===== src/rtl/mtx_encoder_pkg.sv =====
// Shared definitions for the matrix serial link (encoder and decoder side):
// cell width, real/imaginary plane codes and the encoder FSM state encoding.
package mtx_encoder_pkg;

  localparam int CELL_WIDTH = 19;

  localparam logic REAL = 1'b0;
  localparam logic IMAG = 1'b1;

  localparam logic [2:0] LAST_CELL = 3'd7;

  typedef enum logic [2:0] {
    ST_IDLE,
    ST_ANNOUNCE,
    ST_SEND,
    ST_WAIT,
    ST_FINISH
  } state_t;

endpackage


===== src/rtl/mtx_encoder_if.sv =====
// Serial matrix link: one cell per ready pulse, tagged with its
// imag/row/col position, plus new_mtx and done framing pulses.
interface mtx_encoder_if
  import mtx_encoder_pkg::*;
#(
  parameter int WIDTH = CELL_WIDTH
) ();

  logic [WIDTH-1:0] matrix_cell;
  logic             imag;
  logic             row;
  logic             col;
  logic             ready;
  logic             new_mtx;
  logic             done;

  modport master (
    output matrix_cell, imag, row, col, ready, new_mtx, done
  );

  modport slave (
    input matrix_cell, imag, row, col, ready, new_mtx, done
  );

endinterface


===== src/rtl/mtx_encoder.sv =====
// Serialises a 2x2 complex matrix (8 cells, index k = 4*imag + 2*row + col)
// onto the matrix link: a new_mtx pulse, 8 ready-qualified cells optionally
// spaced by GAP idle cycles, then a done pulse. All outputs are registered.
// Optional feature: define MTX_ENCODER_SNAPSHOT_EN to capture the whole
// matrix when start is accepted; otherwise cells are read live from matrix_i.
module mtx_encoder
  import mtx_encoder_pkg::*;
#(
  parameter int WIDTH = CELL_WIDTH,
  parameter int GAP   = 0
) (
  input  logic                            clk,
  input  logic                            reset,
  input  logic                            start_i,
  input  logic [1:0][1:0][1:0][WIDTH-1:0] matrix_i,
  output logic                            busy_o,
  mtx_encoder_if.master                   link
);

  localparam logic [7:0] GAP_LIMIT = 8'(GAP);

  state_t           state_q;
  logic [2:0]       k_q;
  logic [7:0]       gap_cnt_q;
  logic             busy_q;
  logic             ready_q;
  logic             new_mtx_q;
  logic             done_q;
  logic             imag_q;
  logic             row_q;
  logic             col_q;
  logic [WIDTH-1:0] cell_q;

  logic [2:0]       next_k_d;
  logic             plane_d;
  logic [WIDTH-1:0] next_cell_d;

  logic [1:0][1:0][1:0][WIDTH-1:0] src;

`ifdef MTX_ENCODER_SNAPSHOT_EN
  logic [1:0][1:0][1:0][WIDTH-1:0] snap_q;

  // Freeze the whole matrix on the edge that accepts a new transmission
  always_ff @(posedge clk) begin
    if (reset) begin
      snap_q <= '0;
    end else if (state_q == ST_IDLE && start_i) begin
      snap_q <= matrix_i;
    end
  end

  assign src = snap_q;
`else
  assign src = matrix_i;
`endif

  // Select the cell that will be presented at the next SEND cycle
  always_comb begin
    next_k_d    = 3'd0;
    if (state_q == ST_SEND || state_q == ST_WAIT) begin
      next_k_d = k_q + 3'd1;
    end
    plane_d     = next_k_d[2] ? IMAG : REAL;
    next_cell_d = src[plane_d][next_k_d[1]][next_k_d[0]];
  end

  // Transmission sequencer; pulse outputs default low every cycle
  always_ff @(posedge clk) begin
    if (reset) begin
      state_q   <= ST_IDLE;
      k_q       <= 3'd0;
      gap_cnt_q <= 8'd0;
      busy_q    <= 1'b0;
      ready_q   <= 1'b0;
      new_mtx_q <= 1'b0;
      done_q    <= 1'b0;
      imag_q    <= REAL;
      row_q     <= 1'b0;
      col_q     <= 1'b0;
      cell_q    <= '0;
    end else begin
      ready_q   <= 1'b0;
      new_mtx_q <= 1'b0;
      done_q    <= 1'b0;
      case (state_q)
        ST_IDLE: begin
          if (start_i) begin
            state_q   <= ST_ANNOUNCE;
            busy_q    <= 1'b1;
            new_mtx_q <= 1'b1;
            k_q       <= 3'd0;
          end
        end
        ST_ANNOUNCE: begin
          state_q                 <= ST_SEND;
          k_q                     <= next_k_d;
          ready_q                 <= 1'b1;
          cell_q                  <= next_cell_d;
          {imag_q, row_q, col_q}  <= {plane_d, next_k_d[1:0]};
        end
        ST_SEND: begin
          if (k_q == LAST_CELL) begin
            state_q <= ST_FINISH;
            done_q  <= 1'b1;
          end else if (GAP == 0) begin
            k_q                    <= next_k_d;
            ready_q                <= 1'b1;
            cell_q                 <= next_cell_d;
            {imag_q, row_q, col_q} <= {plane_d, next_k_d[1:0]};
          end else begin
            state_q   <= ST_WAIT;
            gap_cnt_q <= 8'd1;
          end
        end
        ST_WAIT: begin
          if (gap_cnt_q == GAP_LIMIT) begin
            state_q                <= ST_SEND;
            gap_cnt_q              <= 8'd0;
            k_q                    <= next_k_d;
            ready_q                <= 1'b1;
            cell_q                 <= next_cell_d;
            {imag_q, row_q, col_q} <= {plane_d, next_k_d[1:0]};
          end else begin
            gap_cnt_q <= gap_cnt_q + 8'd1;
          end
        end
        ST_FINISH: begin
          state_q <= ST_IDLE;
          busy_q  <= 1'b0;
          k_q     <= 3'd0;
        end
        default: begin
          state_q <= ST_IDLE;
          busy_q  <= 1'b0;
        end
      endcase
    end
  end

  assign busy_o           = busy_q;
  assign link.matrix_cell = cell_q;
  assign link.imag        = imag_q;
  assign link.row         = row_q;
  assign link.col         = col_q;
  assign link.ready       = ready_q;
  assign link.new_mtx     = new_mtx_q;
  assign link.done        = done_q;

endmodule


===== src/flat_wrapper.sv =====
// flat-port wrapper written by rule: the top's interface ports become plain ports
module mtx_encoder_flat import mtx_encoder_pkg::*;
#(
  parameter int WIDTH = CELL_WIDTH,
  parameter int GAP   = 0
)
  (clk, reset, start_i, matrix_i, busy_o, link_matrix_cell, link_imag, link_row, link_col, link_ready, link_new_mtx, link_done);
  mtx_encoder_if #(.WIDTH(WIDTH)) link_i ();
  input  logic clk;
  input  logic reset;
  input  logic start_i;
  input  logic [1:0][1:0][1:0][WIDTH-1:0] matrix_i;
  output logic busy_o;
  output wire logic [$bits(link_i.matrix_cell)-1:0] link_matrix_cell;
  output wire logic [$bits(link_i.imag)-1:0] link_imag;
  output wire logic [$bits(link_i.row)-1:0] link_row;
  output wire logic [$bits(link_i.col)-1:0] link_col;
  output wire logic [$bits(link_i.ready)-1:0] link_ready;
  output wire logic [$bits(link_i.new_mtx)-1:0] link_new_mtx;
  output wire logic [$bits(link_i.done)-1:0] link_done;
  assign link_matrix_cell = link_i.matrix_cell;
  assign link_imag = link_i.imag;
  assign link_row = link_i.row;
  assign link_col = link_i.col;
  assign link_ready = link_i.ready;
  assign link_new_mtx = link_i.new_mtx;
  assign link_done = link_i.done;
  mtx_encoder #(.WIDTH(WIDTH), .GAP(GAP)) u_core (.clk(clk), .reset(reset), .start_i(start_i), .matrix_i(matrix_i), .busy_o(busy_o), .link(link_i));
endmodule

===== config.mk =====
export PLATFORM = sky130hd
export DESIGN_NAME = mtx_encoder_flat
export DESIGN_NICKNAME = d
export VERILOG_FILES = /design/src/rtl/mtx_encoder_pkg.sv /design/src/rtl/mtx_encoder_if.sv /design/src/rtl/mtx_encoder.sv /design/src/flat_wrapper.sv
export SDC_FILE = /design/constraint.sdc
export NUM_CORES = 1
export LEC_CHECK = 0
export CORE_MARGIN = 2
export CORE_UTILIZATION = 34
export CTS_BUF_LIST = sky130_fd_sc_hd__clkbuf_8
export CTS_CLUSTER_SIZE = 30
export DETAILED_ROUTE_END_ITERATION = 10
export PLACE_DENSITY = 0.85
export SLEW_MARGIN = 20
export SYNTH_ARGS = -nofsm -noshare
export SYNTH_HDL_FRONTEND = slang
export SYNTH_SLANG_ARGS = --single-unit

===== constraint.sdc =====
create_clock -name clk -period 2.4 [get_ports clk]
set_input_delay 0.36 -clock clk [delete_from_list [all_inputs] [get_ports clk]]
set_output_delay 0.36 -clock clk [all_outputs]
set_load 0.01 [all_outputs]

**Run 1: clock routing**

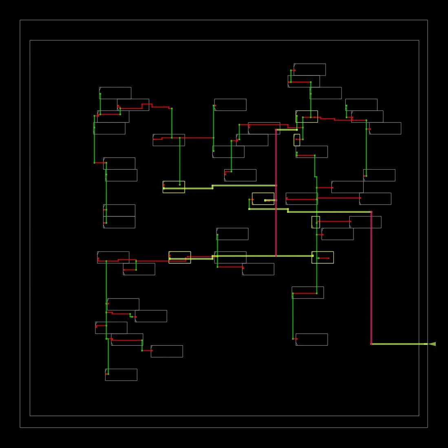
insertion delay of the later-clocked pin in the worst-skew pair: 0.29 ns
total clock sinks: 40
count of clock-net buffers in the final layout: 5

**Run 1: sequential cells colored by netlist name**

(3 px per um) Other sequential cells in the stronger gray, the rest of the logic in the fainter gray.
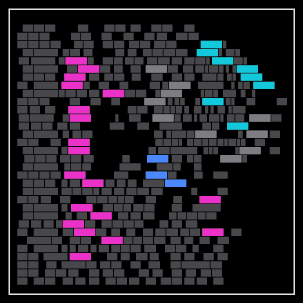
Cyan marks u_core.gap_cnt_q, sequential cells 8, where upper right. Magenta marks u_core.link.matrix_cell, sequential cells 19. Blue marks u_core.k_q, sequential cells 3.

**Run 1: gate families picked out**

(4 px per um)
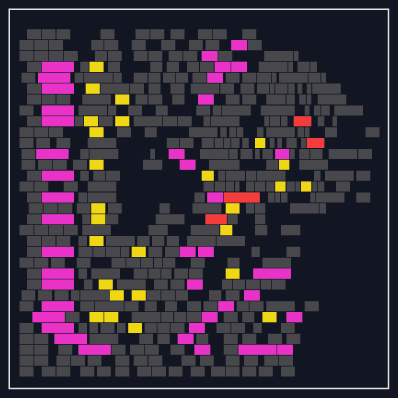
Yellow marks non-inverting ao/oa cells, cells 26. Red marks fa/ha/maj cells, cells 4. Magenta marks mux cells, cells 40.

==> impl_summary.log, run 1 <==
[report] extracting results
INFO  metric mappedNetlistNets = 424
INFO  metric tritoncts_clock_tree = built
INFO  metric drive_gt1_frac = 0.1465
INFO  metric finClkSkew = 0.003570 ns
INFO  metric switching_share = 0.2524
INFO  metric met2_usage = 0.3976
INFO  metric cts-hold-fix-buffers = 0
INFO  metric cts_max_level = 2
INFO  metric clk_network_pwr_share = 0.248
INFO  metric ff2ff_path_depth = 8
INFO  metric fin_ws = 0.1579 ns
INFO  metric dpl-instance-area = 4701 um^2
INFO  metric total_cells_reported_by_yosys_after_synthesis = 265
INFO  metric synth.avg_cell_area = 10.50 um^2
INFO  metric power_density = 358.7 nW/um^2
INFO  metric inverters = 3
INFO  metric final_net_count = 596
INFO  metric vias = 3032
INFO  metric routedLengthMet1 = 3630 um
INFO  metric global_route.usage.met3 = 0.05826
INFO  metric globalplace.congestion = 0.8391
INFO  metric path_buffers = 2
INFO  metric via_per_instance_ratio = 5.625
INFO  metric crit_path_cell_trace = ha_2 -> ha_4 -> buf_12 -> nor2b_1 -> buf_4 -> a221oi_1 -> o2bb2ai_1 -> a32o_1
INFO  metric total_power = 1.717 mW
INFO  metric synth.cells.most_frequent = 40 x dfxtp_1, 21 x or3_1, 20 x mux2_2
INFO  metric timing.setup.critical_path_class = flip-flop to flip-flop
INFO  metric met3_wl_post_dr = 616 um
INFO  metric ys_top_cells_by_area = dfxtp_1 29%, mux4_2 14%, mux2_2 8.1%
INFO  metric synth_area_leader_cell = dfxtp_1
INFO  metric final_max_slew_viol_count = 0
INFO  metric hold_path.startpoint = u_core.link.matrix_cell[6]$_SDFFE_PP0P_
INFO  metric seq_area = 800.8 um^2
INFO  metric grt_use_total = 0.2193
INFO  metric min-delay-path-class = flip-flop to flip-flop
INFO  metric ctsResizeCount = 1
INFO  metric synth.yosys.chip_area = 2783 um^2
INFO  metric grt_max_degree = 25
INFO  metric critPathArrivalTime = 2.44 ns
INFO  metric floorplan.initialDensity = 0.3546
INFO  metric top_usage_layer = met2
INFO  metric result_of_the_run = completed
INFO  metric end_kind = flip-flop
INFO  metric grt_antenna_before_repair = 0
INFO  metric edf_count = 0
INFO  metric seq_cell_power = 726 uW
INFO  metric cts_max_path_buffers = 2
INFO  metric max-slew-margin-rel = 0.3698
INFO  metric finalWirelength = 9734 um
INFO  metric synth.cellmix.adderShare = 0.01799
INFO  metric layout.filler_cells = 667
INFO  metric routed.top_layer = met4
INFO  metric synth-simple-area-share = 0.1308
INFO  metric timing.critical_path.from_type = flip-flop
INFO  metric cts-root-buf = clkbuf_8
INFO  metric post-route-min-period = 2.242 ns
INFO  metric met2RoutedLength = 5133 um
INFO  metric fin_crit_sh = 0.9342
INFO  metric pin_count = 181
INFO  metric fmax = 0.4460 GHz
INFO  metric critical_path.endpoint = u_core.link.matrix_cell[3]$_SDFFE_PP0P_
INFO  metric netlist.area_leader.share = 0.2878
INFO  metric lay_top_count = clkdlybuf4s50_1
## run 1: registers in the layout (all words and copies together), names as in the netlist
register and flops:
u_core.link.imag 1, u_core.k_q 3, u_core.state_q 3, u_core.link.done 1, u_core.link.matrix_cell 19, u_core.link.new_mtx 1
u_core.busy_o 1, u_core.link.row 1, u_core.gap_cnt_q 8, u_core.link.ready 1, u_core.link.col 1
## run 1: worst reg2reg max path: stages (launching register included)
cell	delay [ns]
dfxtp_1	0.32
ha_2	0.20
ha_4	0.35
buf_12	0.19
nor2b_1	0.15
buf_4	0.17
a221oi_1	0.33
o2bb2ai_1	0.16
a32o_1	0.26
**Run 1: wires at chosen ports, followed through buffers**

(4 px per um)
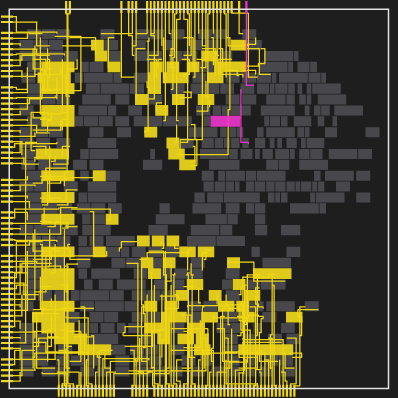

==> inputs of run 2 (changes only) <==
- GPL_TIMING_DRIVEN: default -> 0
**Run 2: wires at chosen ports, followed through buffers**

(4 px per um)
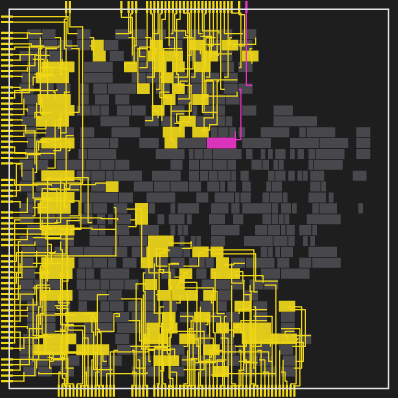
Magenta marks link_col, bits 1, direction output, end cells 1, buffers 1, wire 36.4 um. Yellow marks matrix_i, bits 152, direction input, end cells 76, buffers 152, wire 3650 um.

**Run 2: gate families picked out**

(4 px per um)
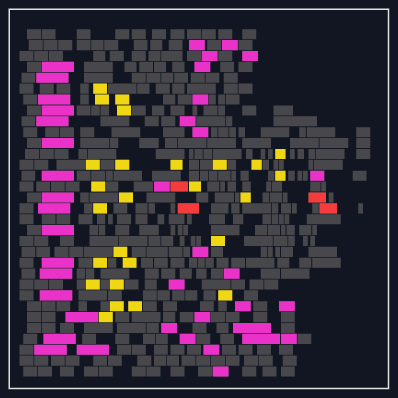
Red marks fa/ha/maj cells, cells 4. Magenta marks mux cells, cells 40. Yellow marks non-inverting ao/oa cells, cells 26.

==> run 2 against run 1 <==
Compared with the run above: critical path depth shrank 1; sequential power shrank 0.6%; hold slack gained 0.0063 ns; total power grew 9.7%; synthesized area is the same; clock skew grew 0.015 ns; synthesized cell count is the same; final area grew 1.3%; first-iteration DRC count grew 69%; highest routed layer unchanged.
==> impl_summary.log, run 2 <==
[report] extracting results
INFO  metric worst_slew_pin_slew = 0.5331 ns (was 0.9453 ns)
INFO  metric power_density = 388.5 nW/um^2 (was 358.7 nW/um^2)
INFO  metric final_util = 0.6180 (was 0.6102)
INFO  metric total_power = 1.884 mW (was 1.717 mW)
INFO  metric timing.setup.critical_path_class = flip-flop to flip-flop (unchanged)
INFO  metric final_net_count = 609 (was 596)
INFO  metric hold_path.startpoint = u_core.link.matrix_cell[16]$_SDFFE_PP0P_ (was u_core.link.matrix_cell[6]$_SDFFE_PP0P_)
INFO  metric max-slew-margin-rel = 0.6419 (was 0.3698)
INFO  metric pin_count = 181 (unchanged)
INFO  metric globalplace.congestion = 0.8886 (was 0.8391)
INFO  metric fin_crit_sh = 0.9764 (was 0.9342)
INFO  metric synth.yosys.chip_area = 2783 um^2 (unchanged)
INFO  metric cts_max_level = 2 (unchanged)
INFO  metric synth_area_leader_cell = dfxtp_1 (unchanged)
INFO  metric vias = 3110 (was 3032)
INFO  metric num-nonclk-buffers = 207 (was 194)
INFO  metric synth.cellmix.adderShare = 0.01799 (unchanged)
INFO  metric drive_gt1_frac = 0.1508 (was 0.1465)
INFO  metric grt_use_total = 0.2285 (was 0.2193)
INFO  metric netlist.area_leader.share = 0.2878 (unchanged)
INFO  metric critPathArrivalTime = 2.54 ns (was 2.44 ns)
INFO  metric end_kind = flip-flop (unchanged)
INFO  metric critical_r2r_launch = u_core.k_q[0]$_SDFFE_PP0P_ (unchanged)
INFO  metric path_buffers = 1 (was 2)
INFO  metric synth.distinct_cells = 42 (unchanged)
INFO  metric min-delay-path-class = flip-flop to flip-flop (unchanged)
INFO  metric clock_insertion_delay_worst_skew = 0.30 ns (was 0.29 ns)
INFO  metric number_of_flip_flops_in_the_largest_register = 19 (unchanged)
INFO  metric tritoncts_clock_tree = built (unchanged)
INFO  metric edf_count = 0 (unchanged)
INFO  metric inverters = 3 (unchanged)
INFO  metric fmax = 0.4267 GHz (was 0.4460 GHz)
INFO  metric via_per_instance_ratio = 5.624 (was 5.625)
INFO  metric grt_max_degree = 14 (was 25)
INFO  metric synth.avg_cell_area = 10.50 um^2 (unchanged)
INFO  metric critical_path.endpoint = u_core.link.matrix_cell[5]$_SDFFE_PP0P_ (was u_core.link.matrix_cell[3]$_SDFFE_PP0P_)
INFO  metric layout.filler_cells = 667 (unchanged)
INFO  metric mi_logic_area = 1837 um^2 (was 1839 um^2)
INFO  metric clock_buffers = 6 (was 5)
INFO  metric result_of_the_run = completed (unchanged)
INFO  metric cts_max_path_buffers = 2 (unchanged)
INFO  metric grt_antenna_before_repair = 0 (unchanged)
INFO  metric total_cells_reported_by_yosys_after_synthesis = 265 (unchanged)
INFO  metric worst_hold_check_slack = 0.4739 ns (was 0.4676 ns)
INFO  metric logic_family = AND-OR/OR-AND gates (unchanged)
INFO  metric detailedPlacementHpwl = 8470 um (was 8004 um)
INFO  metric dpl-instance-area = 4702 um^2 (was 4701 um^2)
INFO  metric post-route-min-period = 2.343 ns (was 2.242 ns)
INFO  metric mappedNetlistNets = 424 (unchanged)
INFO  metric ff2ff_path_depth = 7 (was 8)
INFO  metric cts-hold-fix-buffers = 0 (unchanged)
INFO  metric final_max_slew_viol_count = 0 (unchanged)
INFO  metric fin_ws = 0.05654 ns (was 0.1579 ns)
INFO  metric ys_top_cells_by_area = dfxtp_1 29%, mux4_2 14%, mux2_2 8.1% (unchanged)
INFO  metric grt_pass1_vias = 3333 (was 3080)
INFO  metric insertedDiodeCount = 0 (unchanged)
INFO  metric seq_area = 800.8 um^2 (unchanged)
INFO  metric clkSinkCount = 40 (unchanged)
INFO  metric floorplan.initialDensity = 0.3546 (unchanged)
INFO  metric ctsResizeCount = 5 (was 1)
INFO  metric cts-root-buf = clkbuf_8 (unchanged)
INFO  metric finalWirelength = 10230 um (was 9734 um)
INFO  metric synth.cells.most_frequent = 40 x dfxtp_1, 21 x or3_1, 20 x mux2_2 (unchanged)
INFO  metric finClkSkew = 0.01868 ns (was 0.003570 ns)
INFO  metric lay_top_count = clkdlybuf4s50_1 (unchanged)
INFO  metric ant_nets = 0 (unchanged)
INFO  metric crit_path_cell_trace = ha_1 -> ha_2 -> buf_4 -> mux2_2 -> a221oi_1 -> o2bb2ai_1 -> a32o_1 (was ha_2 -> ha_4 -> buf_12 -> nor2b_1 -> buf_4 -> a221oi_1 -> o2bb2ai_1 -> a32o_1)
INFO  metric timing.critical_path.from_type = flip-flop (unchanged)
INFO  metric synth-simple-area-share = 0.1308 (unchanged)
==> run 2: cell counts after synthesis <==
Identical to the previous run, type by type.
==> run 2: power breakdown <==
part / total, mW / switching [mW] / internal (mW)
logic: 0.577 / 0.190 / 0.388
registers: 0.722 / 0.0199 / 0.702
clock network: 0.585 / 0.245 / 0.340
total: 1.88 / 0.454 / 1.43
==> run 2: worst reg2reg max path: stages, from the launching register on <==
cell,delay [ns]
dfxtp_1,0.34
ha_1,0.21
ha_2,0.39
buf_4,0.22
mux2_2,0.38
a221oi_1,0.30
o2bb2ai_1,0.14
a32o_1,0.26
==> run 2: layer usage <==
layer  part of all wire  up-vias  track usage
li1                   -     1459            -
met1               0.35     1498       0.2386
met2               0.54      130       0.4369
met3              0.077       23      0.05587
met4              0.028        0      0.08816
met5                  0        -            0
Power and IR drop assume default switching activity.
